===== src/rtl/clock_pkg.sv =====
// Shared types, BCD field limits and helpers for the timekeeping core.
package clock_pkg;

    typedef logic [7:0] bcd8_t;

    localparam bcd8_t SEC_MAX   = 8'h59;
    localparam bcd8_t MIN_MAX   = 8'h59;
    localparam bcd8_t HOUR_MAX  = 8'h23;
    localparam bcd8_t HOUR_NOON = 8'h12;

    localparam int unsigned DOW_W   = 3;
    localparam logic [2:0]  DOW_MAX = 3'd6;

    // Result of a BCD increment: next value plus a wrap (carry-out) flag.
    typedef struct packed {
        bcd8_t val;
        logic  wrap;
    } bcd_step_t;

    // Time-of-day register payload, all fields BCD.
    typedef struct packed {
        bcd8_t hour;
        bcd8_t min;
        bcd8_t sec;
    } tod_t;

    // Increment a two-digit BCD value, wrapping to 00 after max.
    function automatic bcd_step_t bcd_inc_wrap(input bcd8_t val, input bcd8_t max);
        bcd_step_t r;
        r.wrap = 1'b0;
        if (val == max) begin
            r.val  = 8'h00;
            r.wrap = 1'b1;
        end else if (val[3:0] == 4'h9) begin
            r.val = {val[7:4] + 4'h1, 4'h0};
        end else begin
            r.val = {val[7:4], val[3:0] + 4'h1};
        end
        return r;
    endfunction

    // Map an internal 00-23 BCD hour onto the 12 h display range 01-12.
    function automatic bcd8_t hour_24_to_12(input bcd8_t h);
        bcd8_t r;
        case (h)
            8'h00:   r = 8'h12;
            8'h13:   r = 8'h01;
            8'h14:   r = 8'h02;
            8'h15:   r = 8'h03;
            8'h16:   r = 8'h04;
            8'h17:   r = 8'h05;
            8'h18:   r = 8'h06;
            8'h19:   r = 8'h07;
            8'h20:   r = 8'h08;
            8'h21:   r = 8'h09;
            8'h22:   r = 8'h10;
            8'h23:   r = 8'h11;
            default: r = h;
        endcase
        return r;
    endfunction

endpackage


===== src/rtl/time_core_if.sv =====
// Control/display bundle between the DigitalClock top and time_core.
// Optional day-of-week signals exist only when TIME_CORE_DAY_EN is defined.
interface time_core_if;
    import clock_pkg::*;

    logic  run;
    logic  inc_hour;
    logic  inc_min;
    logic  inc_sec;
    logic  h12_mode;
    bcd8_t hour_bcd;
    bcd8_t min_bcd;
    bcd8_t sec_bcd;
    logic  pm;
    logic  sec_tick;
    logic  day_wrap;
`ifdef TIME_CORE_DAY_EN
    logic             inc_dow;
    logic [DOW_W-1:0] dow;
`endif

`ifdef TIME_CORE_DAY_EN
    modport master (
        output run, inc_hour, inc_min, inc_sec, h12_mode, inc_dow,
        input  hour_bcd, min_bcd, sec_bcd, pm, sec_tick, day_wrap, dow
    );
    modport slave (
        input  run, inc_hour, inc_min, inc_sec, h12_mode, inc_dow,
        output hour_bcd, min_bcd, sec_bcd, pm, sec_tick, day_wrap, dow
    );
`else
    modport master (
        output run, inc_hour, inc_min, inc_sec, h12_mode,
        input  hour_bcd, min_bcd, sec_bcd, pm, sec_tick, day_wrap
    );
    modport slave (
        input  run, inc_hour, inc_min, inc_sec, h12_mode,
        output hour_bcd, min_bcd, sec_bcd, pm, sec_tick, day_wrap
    );
`endif

endinterface


===== src/rtl/btn_repeat.sv =====
// Set-button front end: rising-edge detect plus hold/auto-repeat counter.
// inc_c is a same-cycle pulse; the owner applies it on the current edge.
module btn_repeat #(
    parameter int unsigned HOLD_DLY = 500,
    parameter int unsigned HOLD_RPT = 100
) (
    input  logic clk_1k,
    input  logic clr_sw,
    input  logic btn_i,
    output logic inc_c
);

    localparam int unsigned HOLD_MAX = (HOLD_DLY > HOLD_RPT) ? HOLD_DLY : HOLD_RPT;
    localparam int unsigned CNT_W    = $clog2(HOLD_MAX + 1);

    logic prev_q;
    logic rise_c;

    assign rise_c = btn_i & ~prev_q;

    // Previous-level register; reset loads the live level so a held button needs a fresh press.
    always_ff @(posedge clk_1k) begin
        if (clr_sw) begin
            prev_q <= btn_i;
        end else begin
            prev_q <= btn_i;
        end
    end

    generate
        if (HOLD_DLY == 0) begin : g_no_rpt
            assign inc_c = rise_c;
        end else begin : g_rpt
            // cnt_q == 0 means disarmed; otherwise it counts cycles in the current phase.
            logic [CNT_W-1:0] cnt_q, cnt_d;
            logic             rpt_q, rpt_d;
            logic             fire_c;

            // Hold/repeat next-state: delay phase first, then fixed-period repeat phase.
            always_comb begin
                cnt_d  = cnt_q;
                rpt_d  = rpt_q;
                fire_c = 1'b0;
                if (!btn_i) begin
                    cnt_d = '0;
                    rpt_d = 1'b0;
                end else if (rise_c) begin
                    cnt_d = CNT_W'(1);
                    rpt_d = 1'b0;
                end else if (cnt_q != '0) begin
                    if (!rpt_q && (cnt_q == CNT_W'(HOLD_DLY))) begin
                        fire_c = 1'b1;
                        cnt_d  = CNT_W'(1);
                        rpt_d  = 1'b1;
                    end else if (rpt_q && (cnt_q == CNT_W'(HOLD_RPT))) begin
                        fire_c = 1'b1;
                        cnt_d  = CNT_W'(1);
                    end else begin
                        cnt_d = cnt_q + CNT_W'(1);
                    end
                end
            end

            // Hold counter registers; reset cancels any hold in progress.
            always_ff @(posedge clk_1k) begin
                if (clr_sw) begin
                    cnt_q <= '0;
                    rpt_q <= 1'b0;
                end else begin
                    cnt_q <= cnt_d;
                    rpt_q <= rpt_d;
                end
            end

            assign inc_c = rise_c | fire_c;
        end
    endgenerate

endmodule


===== src/rtl/time_core.sv =====
// Timekeeping core: prescaler -> seconds tick -> BCD sec/min/hour with carry,
// set buttons with auto-repeat, 12/24 h display mapping and a day-wrap pulse.
// Optional day-of-week counter and button when TIME_CORE_DAY_EN is defined.
module time_core
    import clock_pkg::*;
#(
    parameter int unsigned TICKS_PER_SEC = 1000,
    parameter int unsigned PRE_W         = 10,
    parameter int unsigned HOLD_DLY      = 500,
    parameter int unsigned HOLD_RPT      = 100
) (
    input  logic         clk_1k,
    input  logic         clr_sw,
    time_core_if.slave   bus
);

    localparam logic [PRE_W-1:0] PRE_TERM = PRE_W'(TICKS_PER_SEC - 1);

    logic [PRE_W-1:0] pre_q, pre_d;
    tod_t             tod_q, tod_d;
    logic             sec_tick_q, sec_tick_d;
    logic             day_wrap_q, day_wrap_d;

    logic      inc_hour_c, inc_min_c, inc_sec_c;
    logic      term_c, set_any_c, tick_c;
    bcd_step_t sec_step_c, min_step_c, hour_step_c;

`ifdef TIME_CORE_DAY_EN
    logic [DOW_W-1:0] dow_q, dow_d;
    logic             inc_dow_c;
    logic [DOW_W-1:0] dow_next_c;
`endif

    btn_repeat #(.HOLD_DLY(HOLD_DLY), .HOLD_RPT(HOLD_RPT)) u_btn_hour (
        .clk_1k (clk_1k),
        .clr_sw (clr_sw),
        .btn_i  (bus.inc_hour),
        .inc_c  (inc_hour_c)
    );

    btn_repeat #(.HOLD_DLY(HOLD_DLY), .HOLD_RPT(HOLD_RPT)) u_btn_min (
        .clk_1k (clk_1k),
        .clr_sw (clr_sw),
        .btn_i  (bus.inc_min),
        .inc_c  (inc_min_c)
    );

    btn_repeat #(.HOLD_DLY(HOLD_DLY), .HOLD_RPT(HOLD_RPT)) u_btn_sec (
        .clk_1k (clk_1k),
        .clr_sw (clr_sw),
        .btn_i  (bus.inc_sec),
        .inc_c  (inc_sec_c)
    );

`ifdef TIME_CORE_DAY_EN
    btn_repeat #(.HOLD_DLY(HOLD_DLY), .HOLD_RPT(HOLD_RPT)) u_btn_dow (
        .clk_1k (clk_1k),
        .clr_sw (clr_sw),
        .btn_i  (bus.inc_dow),
        .inc_c  (inc_dow_c)
    );

    assign dow_next_c = (dow_q == DOW_MAX) ? '0 : dow_q + DOW_W'(1);
    assign set_any_c  = inc_hour_c | inc_min_c | inc_sec_c | inc_dow_c;
`else
    assign set_any_c  = inc_hour_c | inc_min_c | inc_sec_c;
`endif

    // A pending set increment defers the tick by one cycle; the prescaler holds at terminal.
    assign term_c = bus.run & (pre_q == PRE_TERM);
    assign tick_c = term_c & ~set_any_c;

    assign sec_step_c  = bcd_inc_wrap(tod_q.sec,  SEC_MAX);
    assign min_step_c  = bcd_inc_wrap(tod_q.min,  MIN_MAX);
    assign hour_step_c = bcd_inc_wrap(tod_q.hour, HOUR_MAX);

    // Next-state: tick with carry chain, otherwise prescaler count and carry-free set increments.
    always_comb begin
        pre_d      = pre_q;
        tod_d      = tod_q;
        sec_tick_d = 1'b0;
        day_wrap_d = 1'b0;
`ifdef TIME_CORE_DAY_EN
        dow_d      = dow_q;
`endif
        if (tick_c) begin
            pre_d      = '0;
            sec_tick_d = 1'b1;
            tod_d.sec  = sec_step_c.val;
            if (sec_step_c.wrap) begin
                tod_d.min = min_step_c.val;
                if (min_step_c.wrap) begin
                    tod_d.hour = hour_step_c.val;
                    day_wrap_d = hour_step_c.wrap;
                end
            end
`ifdef TIME_CORE_DAY_EN
            if (day_wrap_d) begin
                dow_d = dow_next_c;
            end
`endif
        end else begin
            if (bus.run && !term_c) begin
                pre_d = pre_q + PRE_W'(1);
            end
            if (inc_sec_c) begin
                tod_d.sec = sec_step_c.val;
            end
            if (inc_min_c) begin
                tod_d.min = min_step_c.val;
            end
            if (inc_hour_c) begin
                tod_d.hour = hour_step_c.val;
            end
`ifdef TIME_CORE_DAY_EN
            if (inc_dow_c) begin
                dow_d = dow_next_c;
            end
`endif
        end
    end

    // State registers with synchronous clear.
    always_ff @(posedge clk_1k) begin
        if (clr_sw) begin
            pre_q      <= '0;
            tod_q      <= '0;
            sec_tick_q <= 1'b0;
            day_wrap_q <= 1'b0;
`ifdef TIME_CORE_DAY_EN
            dow_q      <= '0;
`endif
        end else begin
            pre_q      <= pre_d;
            tod_q      <= tod_d;
            sec_tick_q <= sec_tick_d;
            day_wrap_q <= day_wrap_d;
`ifdef TIME_CORE_DAY_EN
            dow_q      <= dow_d;
`endif
        end
    end

    // Display mapping is combinational from registers; h12_mode only changes the view.
    assign bus.hour_bcd = bus.h12_mode ? hour_24_to_12(tod_q.hour) : tod_q.hour;
    assign bus.min_bcd  = tod_q.min;
    assign bus.sec_bcd  = tod_q.sec;
    assign bus.pm       = (tod_q.hour >= HOUR_NOON);
    assign bus.sec_tick = sec_tick_q;
    assign bus.day_wrap = day_wrap_q;
`ifdef TIME_CORE_DAY_EN
    assign bus.dow      = dow_q;
`endif

endmodule


===== src/flat_wrapper.sv =====
// flat-port wrapper written by rule: the top's interface ports become plain ports
module time_core_flat import clock_pkg::*;
#(
    parameter int unsigned TICKS_PER_SEC = 1000,
    parameter int unsigned PRE_W         = 10,
    parameter int unsigned HOLD_DLY      = 500,
    parameter int unsigned HOLD_RPT      = 100
)
  (clk_1k, clr_sw, bus_run, bus_inc_hour, bus_inc_min, bus_inc_sec, bus_h12_mode, bus_hour_bcd, bus_min_bcd, bus_sec_bcd, bus_pm, bus_sec_tick, bus_day_wrap);
  time_core_if bus_i ();
  input  logic clk_1k;
  input  logic clr_sw;
  input wire logic [$bits(bus_i.run)-1:0] bus_run;
  input wire logic [$bits(bus_i.inc_hour)-1:0] bus_inc_hour;
  input wire logic [$bits(bus_i.inc_min)-1:0] bus_inc_min;
  input wire logic [$bits(bus_i.inc_sec)-1:0] bus_inc_sec;
  input wire logic [$bits(bus_i.h12_mode)-1:0] bus_h12_mode;
  output wire logic [$bits(bus_i.hour_bcd)-1:0] bus_hour_bcd;
  output wire logic [$bits(bus_i.min_bcd)-1:0] bus_min_bcd;
  output wire logic [$bits(bus_i.sec_bcd)-1:0] bus_sec_bcd;
  output wire logic [$bits(bus_i.pm)-1:0] bus_pm;
  output wire logic [$bits(bus_i.sec_tick)-1:0] bus_sec_tick;
  output wire logic [$bits(bus_i.day_wrap)-1:0] bus_day_wrap;
  assign bus_i.run = bus_run;
  assign bus_i.inc_hour = bus_inc_hour;
  assign bus_i.inc_min = bus_inc_min;
  assign bus_i.inc_sec = bus_inc_sec;
  assign bus_i.h12_mode = bus_h12_mode;
  assign bus_hour_bcd = bus_i.hour_bcd;
  assign bus_min_bcd = bus_i.min_bcd;
  assign bus_sec_bcd = bus_i.sec_bcd;
  assign bus_pm = bus_i.pm;
  assign bus_sec_tick = bus_i.sec_tick;
  assign bus_day_wrap = bus_i.day_wrap;
  time_core #(.TICKS_PER_SEC(TICKS_PER_SEC), .PRE_W(PRE_W), .HOLD_DLY(HOLD_DLY), .HOLD_RPT(HOLD_RPT)) u_core (.clk_1k(clk_1k), .clr_sw(clr_sw), .bus(bus_i));
endmodule

===== config.mk =====
export PLATFORM = sky130hd
export DESIGN_NAME = time_core_flat
export DESIGN_NICKNAME = d
export VERILOG_FILES = /design/src/rtl/clock_pkg.sv /design/src/rtl/time_core_if.sv /design/src/rtl/btn_repeat.sv /design/src/rtl/time_core.sv /design/src/flat_wrapper.sv
export SDC_FILE = /design/constraint.sdc
export NUM_CORES = 1
export LEC_CHECK = 0
export CAP_MARGIN = 25
export CELL_PAD_IN_SITES_DETAIL_PLACEMENT = 0
export CELL_PAD_IN_SITES_GLOBAL_PLACEMENT = 1
export CORE_AREA = 2 2 116 118
export DETAILED_ROUTE_END_ITERATION = 8
export DIE_AREA = 0 0 118 120
export DONT_BUFFER_PORTS = 1
export MAX_ROUTING_LAYER = met4
export PLACE_DENSITY = 0.55
export SYNTH_ARGS = -nofsm -noshare
export SYNTH_HDL_FRONTEND = slang
export SYNTH_HIERARCHICAL = 1
export SYNTH_SLANG_ARGS = --single-unit

===== constraint.sdc =====
create_clock -name clk_1k -period 4.6 [get_ports clk_1k]
set_clock_uncertainty 0.2 [all_clocks]
set_input_delay 1.38 -clock clk_1k [delete_from_list [all_inputs] [get_ports clk_1k]]
set_output_delay 1.38 -clock clk_1k [all_outputs]
set_load 0.02 [all_outputs]

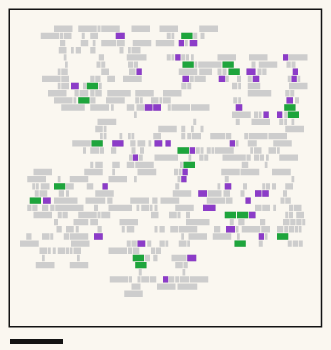
*Gate families picked out, run 1*
Scale bar: 20 um.
Green shows adder and majority cells, cells 19. Purple shows AND and OR gates, cells 42.

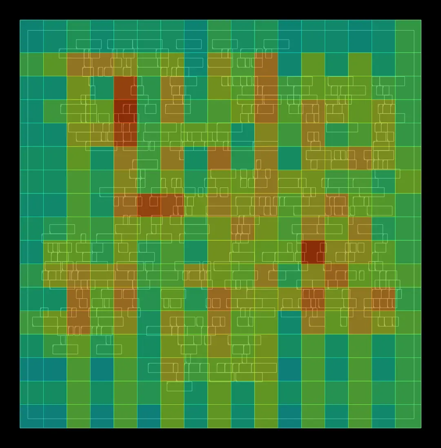
*Congestion heat map, run 1*
GR met2 Demand/Resource: 17.95%
Util after Layout: 31.78%
GR peak layer: met2
Global Route met1 Usage: 14.48%

==> deck_impl_summary.md, run 1 <==
Implementation Results

Clock network
  • Max Root-Sink Buffers: 2
  • # H-tree levels: 3
  • CTS Sinks: 69
  • CTS tree: yes
  • PostCTS Resize Cnt: 0
  • Buffers inserted by post-CTS timing repair: 0
  • CTS Hold Buffers Added: 0

Power and ir drop
  • Sw frac: 22.38%
  • Clk. pwr: between 700 and 800 uW
  • Total combinational power: 54.3 uW
  • Seq power: 619 uW
  • Combinational Power Share: 3.9%
  • Sw power: ~310 uW

Critical path
  • CP bufs+invs: 1
  • Reg-to-reg slack, setup: 1.21 ns
  • Worst R2R Path Depth: 11
  • CP peak stage delay: about 0.43 ns
  • Crit-path slowest cell: a31oi_1
  • Setup crit start kind: flip-flop
  • Worst Path Required: between 3 and 4 ns
  • CP arrival: 2.45 ns
  • Worst setup path category: reg -> out
  • Worst setup EP type: primary output
  • Reg-to-reg endpoint: u_core/tod_q[23]$_SDFFE_PP0P_
  • Cell repeated most along the worst path: a31oi_1
  • Crit Path Max Fanout: 6

Synthesis
  • Mux share: 1.581%
  • Post-Synthesis Cells: 437
  • Biggest area cells: dfxtp_1, ha_1, nor2_1
  • Area leader share: 36.36%
  • Post-Syn Area: 3799 um^2
  • Compound-Gate Fraction of Synth Area: 13.87%
  • Registers, synthesis: 69
  • Synth cell count leaders: dfxtp_1, nor2_1, a21oi_1, nand3_1, nand2_1
  • Most common cell in the netlist: dfxtp_1
  • XOR-XNOR Cells, Area Fraction: 6.917%
  • Post-synthesis async set-or-reset flop share: 0%
  • Count of library flops with an enable pin: 0
  • Simple share: 27.44%
  • Mapped Avg Cell Area: ~8.7 um^2
  • Syn_nets: 463

Timing
  • Max transition margin: 31.94%
  • Unrepaired setup endpoints after global routing: no
  • Peak Freq: 248.4 MHz
  • Final setup viols: 0
  • Total negative setup slack: 0 ns
  • Final hold violation count: 0
  • Fin crit share: 87.52%

Detailed routing
  • Metal-1 WL: between 3000 and 4000 um
  • Post-DRT Antenna Nets: 0
  • Drc violations: 0
  • Vias: 2857
  • DR vias/cell: 4.778
  • Top sig layer: met4
  • Metal3 WL: 474 um
  • Drt pass-1 iters: 4

Global route
  • Initial antenna violation count: 0
  • Vias in the first global route: 2653
  • Largest net degree at the start of global routing: 32
  • Grt total ovfl: 0
  • Global-route wire length before repair: 13230 um

Floorplanning
  • FP Rows: ~42
  • Core area: 12980 um^2
  • Die ar.: approximately 14000 um^2
  • I/O pin total: 34
  • Die width: 118 um

Cells and area
  • Fillers: 1384
  • Final cell count without fillers: 598
  • Area growth syn-to-layout: 8.597%
  • Nets: around 440
  • # diodes: 0
  • Share of layout cells above drive strength 1: 8.294%
  • Top Layout Cells: dfxtp_1, nor2_1, a21oi_1, nand3_1, nand2_1

Hold path
  • Worst Hold Depth: 1

Placed design
  • Global placer's final weighted congestion: 0.8159
  • DPL Wire Length: 5549 um
  • Post-Place Setup Slack: 0.7976 ns
  • Placed Cells: ~580

Status
  • Status: finished, final reports clean

Job
  • Max Cap Viol: 0
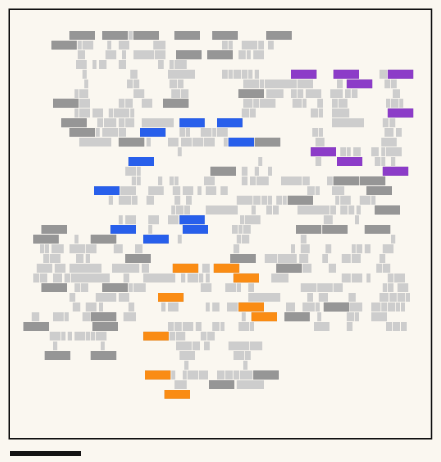
*Register map, names as in the netlist, run 1*
Scale bar: 20 um.
Purple shows u_core/bus.min_bcd, placed flops 8, where upper right. Orange shows u_core/u_btn_sec/g_rpt.cnt_q, placed flops 9. Blue shows u_core/pre_q, placed flops 10.
Another 42 sequential cells are not coloured.

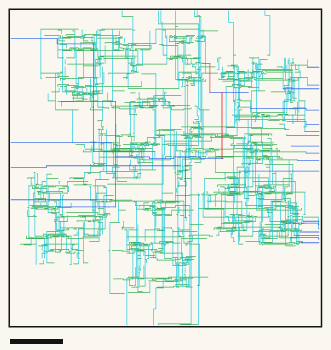
*Metal layers overlaid, run 1*
Scale bar: 20 um.
Cyan shows met2, wire length 3480 um. Green shows met1, wire length 3730 um. Blue shows met3, wire length 474 um. Red shows met4, wire length 140 um.
drt wl/cell: 13.09 um
all-layer global routing usage: 11.99%

==> run 1: state kept, by name, indices dropped and copies added (netlist names), 8 cells and up <==
register                       flops
u_core/bus.min_bcd                 8
u_core/bus.sec_bcd                 8
u_core/pre_q                      10
u_core/tod_q                       8
u_core/u_btn_hour/g_rpt.cnt_q      9
u_core/u_btn_min/g_rpt.cnt_q       9
u_core/u_btn_sec/g_rpt.cnt_q       9
==> run 1: cell type report <==
type | instances | area (um^2) | area share (%)
Multi-Input combinational cell | 315 | 2130 | 51.62
Sequential cell | 69 | 1381 | 33.48
Clock buffer | 11 | 252.7 | 6.127
Tap cell | 176 | 220.2 | 5.338
Inverter | 22 | 82.58 | 2.002
Clock inverter | 5 | 58.81 | 1.426
==> run 1: per-stage QoR <==
step           area (um^2)  hold slack (ns)  total power, mW
2_1_floorplan         3799           0.2469           0.6812
3_3_place_gp          3814           0.2862           0.6877
3_5_place_dp          3814           0.2893           0.6877
4_1_cts               4125           0.2948            1.417
5_1_grt               4125           0.3044            1.442
6_report              4125           0.2901            1.385
==> run 1: how the worst max path moves through the flow <==
| stage | from | to | slack (ns) | depth (start not counted) |
|---|---|---|---|---|
| 2_1_floorplan | bus_h12_mode | bus_hour_bcd[4] | 0.88 | 4 |
| 3_3_place_gp | bus_h12_mode | bus_hour_bcd[4] | 0.83 | 4 |
| 4_1_cts | u_core/tod_q[20]$_SDFFE_PP0P_ | bus_hour_bcd[4] | 0.59 | 7 |
| 3_5_place_dp | bus_h12_mode | bus_hour_bcd[4] | 0.80 | 4 |
| 5_1_grt | u_core/tod_q[20]$_SDFFE_PP0P_ | bus_hour_bcd[4] | 0.35 | 7 |
| 6_report | u_core/tod_q[20]$_SDFFE_PP0P_ | bus_hour_bcd[4] | 0.57 | 7 |
--- run 2 (diff from run 1) ---
Settings changed: CORE_AREA 2 2 116 118 to 2 2 108 110, DIE_AREA 0 0 118 120 to 0 0 110 112, PLACE_DENSITY 0.55 to 0.61.
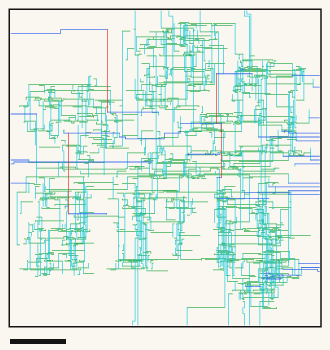
*Metal layers overlaid, run 2*
Scale bar: 20 um.
Green shows met1, wire length 3540 um. Blue shows met3, wire length 453 um. Red shows met4, wire length 94.5 um. Cyan shows met2, wire length 3530 um.

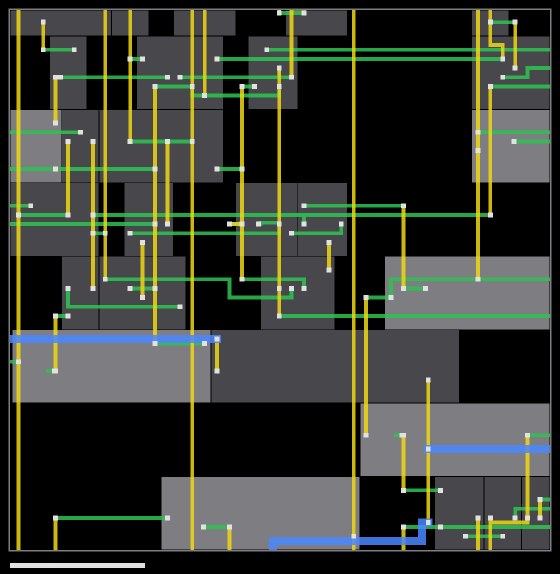
*Layout detail, run 2*
Scale bar: 5 um. Window x 45 to 65, y 68 to 88 um. Cells in grey, sequential cells in the stronger grey; small squares are vias.
Green shows met1. Blue shows met3. Yellow shows met2.
Sequential cells in the window: 4. 20 logic cells have their middle in the window. Netlist names of flops here include u_core/bus.sec_bcd (2), u_core/u_btn_min/g_rpt.cnt_q (2). Most frequent: dfxtp_1 (4).

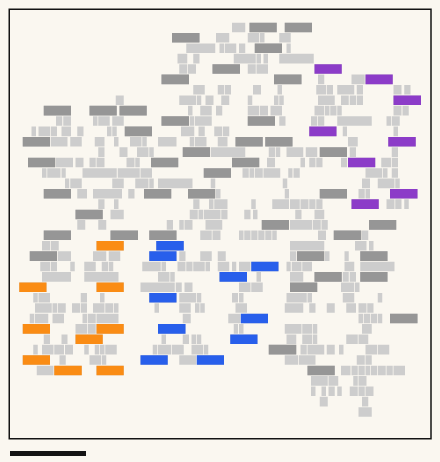
*Register map, names as in the netlist, run 2*
Scale bar: 20 um.
Blue shows u_core/pre_q, placed flops 10. Purple shows u_core/bus.min_bcd, placed flops 8. Orange shows u_core/u_btn_sec/g_rpt.cnt_q, placed flops 9, where lower left.
Another 42 sequential cells are not coloured.
Seq power: 619 uW
Seq/total area: 34.03%
Util after Layout: 36.32%
storage element area: 1381 um^2

==> run 2 against run 1 <==
- first-iteration DRC count is 16% higher
- worst hold slack gained 0.0092 ns
- total power is 4.7% lower
- count of clock-buffer cells in the layout is 1 higher
==> deck_impl_summary.md, run 2 <==
Implementation Results

Floorplanning
  • Core area: 11170 um^2
  • Die ar.: approximately 12000 um^2
  • FP Rows: 39
  • Die width: 110 um
  • I/O pin total: 34

Critical path
  • Worst R2R Path Depth: 11
  • CP arrival: around 2.5 ns
  • Crit Path Max Fanout: 6
  • Crit path to: bus_hour_bcd[4]
  • Worst setup EP type: primary output
  • Worst setup path category: reg -> out
  • Reg-to-reg slack, setup: 1.23 ns
  • Worst Path Required: 3.02 ns
  • Reg-to-reg endpoint: u_core/tod_q[23]$_SDFFE_PP0P_
  • Worst Setup SP: u_core/tod_q[20]$_SDFFE_PP0P_
  • Setup crit start kind: flip-flop

Synthesis
  • Compound-Gate Fraction of Synth Area: 13.87%
  • Mapped Avg Cell Area: 8.693 um^2
  • Post-Synthesis Cells: 437
  • Synth cell count leaders: dfxtp_1, nor2_1, a21oi_1, nand3_1, nand2_1
  • Most common cell in the netlist: dfxtp_1
  • Count of library flops with an enable pin: 0
  • Syn_nets: between 400 and 500
  • Simple share: between 20 and 30%
  • XOR-XNOR Cells, Area Fraction: approximately 6.9%
  • Area leader share: 36.36%
  • Registers, synthesis: 69
  • Number of cells in Yosys stat: 437
  • Post-Syn Area: 3799 um^2
  • Biggest area cells: dfxtp_1, ha_1, nor2_1
  • Post-synthesis async set-or-reset flop share: 0%
  • YS warnings: 6
  • Mux share: 1.581%

Power and ir drop
  • P_leak: about 1.4 nW
  • Combinational Power Share: 4.2%
  • Power Dens Cells: 325.2 nW/um^2
  • Sw power: 301.3 uW
  • Int Power: between 1 and 1.5 mW
  • Sw frac: 22.83%
  • Clock power frac: between 40 and 50%

Clock network
  • CTS Hold Buffers Added: 0
  • PostCTS Resize Cnt: 0
  • CTS Sinks: ~69
  • Max Root-Sink Buffers: 2
  • # H-tree levels: 3
  • Worst skew pair latency: between 0.3 and 0.4 ns
  • CTS tree: yes
  • CTS buffer count: 9
  • Clk pin slew, worst setup/hold paths: 0.06 ns
  • Buffers inserted by post-CTS timing repair: 0

Global route
  • Global-route wire length before repair: 13170 um
  • Largest net degree at the start of global routing: 32
  • All-layer global routing usage: 14.04%
  • Vias in the first global route: 2746
  • Grt total ovfl: 0
  • Initial antenna violation count: 0

Hold path
  • Worst Hold Depth: 1
  • Worst min path class: reg -> reg

Detailed routing
  • Post-DRT Antenna Nets: 0
  • Drt pass-1 iters: 4
  • DR vias/cell: 5.170
  • Vias: 2926
  • Drt wl/cell: 13.46 um
  • Drc violations: 0

Timing
  • Unrepaired setup endpoints after global routing: no
  • Final hold violation count: 0
  • Minimum clock period after layout: 4.041 ns
  • Peak Freq: 247.5 MHz
  • Max transition margin: 53.87%
  • Fin crit share: 87.85%
  • Max-slew violation count: 0
  • Final setup viols: 0
  • Total negative setup slack: 0 ns

Status
  • Status: finished, final reports clean

Cells and area
  • Area growth syn-to-layout: 6.851%
  • Top Layout Cells: dfxtp_1, nor2_1, a21oi_1, nand3_1, nand2_1
  • Max reg flops: 10
  • Largest Register: u_core/pre_q
  • # diodes: 0
  • Nets: 444
  • Share of layout cells above drive strength 1: 8.274%

Job
  • Max Cap Viol: 0

Placed design
  • Global placer's final weighted congestion: 0.7692
  • Post-Place Setup Slack: ~0.76 ns
  • DPL Wire Length: between 5000 and 6000 um
[run 2: cell counts after synthesis]
Identical to the previous run, type by type.
[run 2: routing by layer]
metal | vias up | track usage [%] | part of all wire (%)
met1 | 1376 | 16.64 | 46
li1 | 1490 | - | -
met4 | 0 | 4.304 | 1.2
met5 | - | - | 0
met2 | 51 | 22.04 | 46
met3 | 9 | 5.094 | 5.9
[run 2: area by class of cell]
| type | count | area [um^2] |
|---|---|---|
| Clock buffer | 12 | 256.5 |
| Timing Repair Buffer | 1 | 7.507 |
| Tap cell | 143 | 178.9 |
| Clock inverter | 4 | 22.52 |
| Inverter | 22 | 82.58 |
| Fill cell | 1150 | 7116 |
| Sequential cell | 69 | 1381 |
| Multi-Input combinational cell | 315 | 2130 |
[run 2: power groups by stage]
stage	Combinational, mW	Clock, mW	Sequential [mW]
2_1_floorplan	0.0551	0	0.626
3_3_place_gp	0.0549	0	0.632
3_5_place_dp	0.0555	0	0.633
4_1_cts	0.0558	0.670	0.619
5_1_grt	0.0634	0.698	0.621
6_report	0.0556	0.645	0.619
[run 2: per-stage QoR]
| step | std cells | hold WS (ns) | area (um^2) | power (mW) |
|---|---|---|---|---|
| after floorplan | 437 | 0.2469 | 3799 | 0.6812 |
| after global placement | 549 | 0.2852 | 3772 | 0.6873 |
| after detailed placement | 549 | 0.2922 | 3772 | 0.6881 |
| after CTS | 565 | 0.3033 | 4051 | 1.345 |
| after global routing | 566 | 0.3204 | 4059 | 1.382 |
| final | 566 | 0.2992 | 4059 | 1.320 |
[run 2: worst max-delay path, stage by stage, from the launching register on]
cell,delay [ns]
dfxtp_1,0.36
inv_1,0.12
ha_1,0.21
nor4b_1,0.31
nand3b_1,0.23
a31oi_1,0.41
nor2_1,0.08
a31oi_1,0.41
--- run 3 (diff from run 2) ---
Clock period 4.6 ns to 3.99 ns, I/O delays scaled along.
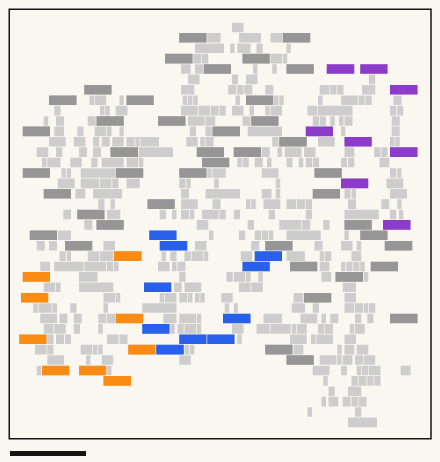
*Register map, names as in the netlist, run 3*
Scale bar: 20 um.
Blue shows u_core/pre_q, placed flops 10. Orange shows u_core/u_btn_sec/g_rpt.cnt_q, placed flops 9, where lower left. Purple shows u_core/bus.min_bcd, placed flops 8.
Another 42 sequential cells are not coloured.
Seq power: 714 uW
Util after Layout: 36.69%

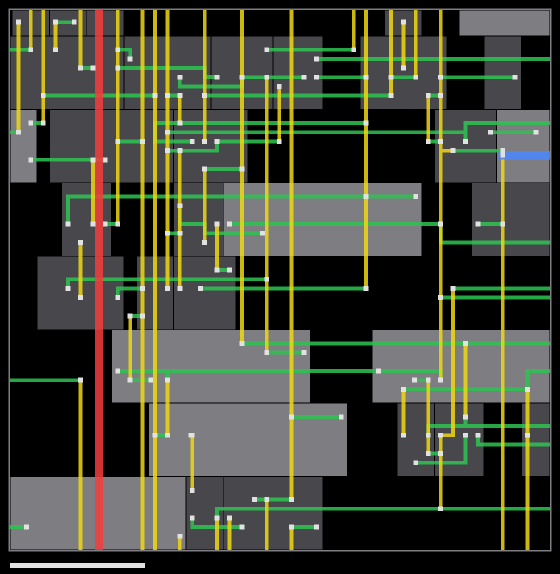
*Layout detail, run 3*
Scale bar: 5 um. Window x 45 to 65, y 68 to 88 um. Cells in grey, sequential cells in the stronger grey; small squares are vias.
Blue shows met3. Yellow shows met2. Red shows met4. Green shows met1.
23 logic cells have their middle in the window. Sequential cells in the window: 5. Most frequent: dfxtp_1 (5). Netlist names of flops here include u_core/bus.sec_bcd (3), u_core/u_btn_min/g_rpt.cnt_q (2).

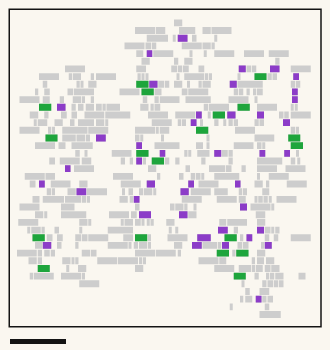
*Gate families picked out, run 3*
Scale bar: 20 um.
Purple shows AND and OR gates, cells 42. Green shows adder and majority cells, cells 19.
combinational share of cell area: 52.46%
Commonest Layout Cell: dfxtp_1
final cell count without fillers: 567

==> run 3 against run 2 <==
- utilization increased by 0.37 points
- global-route usage decreased by 0.48 points
- highest routed layer unchanged
- die size unchanged
- sequential share of layout area decreased by 0.34 points
- clock power increased by 19%
- first-iteration DRC count increased by 9.6%
- total power increased by 17%
- worst setup slack got worse by 0.29 ns
- area after synthesis unchanged
- sequential power increased by 15%
- wire length increased by 0.92%
==> deck_impl_summary.md, run 3 <==
Implementation Results

Critical path
  • Worst setup EP type: primary output
  • CP bufs+invs: 1
  • Worst setup path category: reg -> out
  • Crit-path slowest cell: dfxtp_1
  • Cell family with most CP delay: simple AND/OR/NAND/NOR gates
  • CP arrival: 2.32 ns
  • Setup crit start kind: flip-flop
  • CP peak stage delay: 0.35 ns
  • Crit Path Max Fanout: 6

Global route
  • Grt total ovfl: 0
  • Met3 GRT Util: 4.918%
  • Global Route met1 Usage: approximately 16%
  • All-layer global routing usage: 13.56%
  • GR peak layer: met2

Power and ir drop
  • P_leak: approximately 1.4 nW
  • Clk. pwr: 765 uW
  • Sw power: approximately 330 uW
  • Power Dens Cells: between 300 and 400 nW/um^2
  • Sw frac: 21.48%

Synthesis
  • Area leader share: 36.36%
  • Registers, synthesis: 69
  • Post-Synthesis Cells: 437
  • Count of library flops with an enable pin: 0
  • YS warnings: 6
  • Post-Syn Area: 3799 um^2
  • Syn_nets: 463
  • Biggest area cells: dfxtp_1, ha_1, nor2_1
  • Post-synthesis async set-or-reset flop share: 0%
  • Synth cell count leaders: dfxtp_1, nor2_1, a21oi_1, nand3_1, nand2_1

Cells and area
  • # diodes: 0
  • Fillers: 1155
  • Share of layout cells above drive strength 1: 8.491%
  • Nets: 445
  • Area growth syn-to-layout: 7.938%
  • Largest Register: u_core/pre_q

Clock network
  • # H-tree levels: 3
  • CTS buffer count: 9
  • Clk pin slew, worst setup/hold paths: 0.05 ns
  • Buffers inserted by post-CTS timing repair: 0
  • Worst skew pair latency: 0.32 ns
  • CTS Hold Buffers Added: 0

Job
  • Max Cap Viol: 0

Hold path
  • Worst min path class: reg -> reg

Placed design
  • Post-DP Area: 3780 um^2
  • Post-Place Setup Slack: 0.4978 ns
  • Placed Cells: 550

Timing
  • Max transition margin: 57.00%
  • Max-slew violation count: 0
  • Fin crit share: ~93%
  • Unrepaired setup endpoints after global routing: no
  • Peak Freq: ~270 MHz
  • Final setup viols: 0
  • Total negative setup slack: 0 ns

Floorplanning
  • I/O pin total: 34
  • Die width: 110 um
  • Core area: approximately 11000 um^2

Detailed routing
  • Drt wl/cell: 13.56 um
  • Post-DRT Antenna Nets: 0
  • Vias: 2897
  • Drc violations: 0

Status
  • Status: finished, final reports clean
## run 3: layout make-up
| type | instances | share of cell area [%] |
|---|---|---|
| sequential | 69 | 33.69 |
| clock buffer | 16 | 7.110 |
| multi-input combinational | 315 | 52.46 |
| tap | 143 | 4.364 |
| inverter | 22 | 2.014 |
| timing repair buffer | 2 | 0.3662 |
## run 3: kinds of logic (layout without fill, tap and decap cells)
logic type | count (synthesis) | count (layout) | share of synthesized area [%]
flip-flops | 69 | 69 | 36.36
buffers and inverters | 53 | 40 | 7.576
adder cells (fa/ha/maj) | 19 | 19 | 6.258
XOR/XNOR | 30 | 30 | 6.917
multiplexers | 6 | 6 | 1.581
AND/OR/NAND/NOR | 184 | 184 | 27.44
AND-OR/OR-AND | 76 | 76 | 13.87
## run 3: what timing repair did
action,4_1_cts,5_1_grt
gates resized,0,3
hold endpoints to repair,0,0
endpoints found under the setup margin,0,3
## run 3: final timing paths
| check | endpoint | depth (start not counted) | slack [ns] | start |
|---|---|---|---|---|
| worst min register to register | u_core/u_btn_hour/g_rpt.rpt_q$_SDFFE_PP0P_ | 1 | 0.29 | u_core/u_btn_hour/prev_q$_DFF_P_ |
| worst min-delay path | u_core/u_btn_hour/g_rpt.rpt_q$_SDFFE_PP0P_ | 1 | 0.29 | u_core/u_btn_hour/prev_q$_DFF_P_ |
| worst max register to register | u_core/tod_q[23]$_SDFFE_PP0P_ | 11 | 0.60 | u_core/u_btn_min/g_rpt.cnt_q[0]$_SDFFE_PP0P_ |
| worst max-delay path | bus_hour_bcd[4] | 7 | 0.27 | u_core/tod_q[20]$_SDFFE_PP0P_ |
## run 3: routing by layer
layer	up-vias	routed length [um]
met5	-	0
met4	0	80
met3	7	400
met2	48	3593
met1	1350	3612
li1	1492	-
Power and IR drop assume default switching activity.
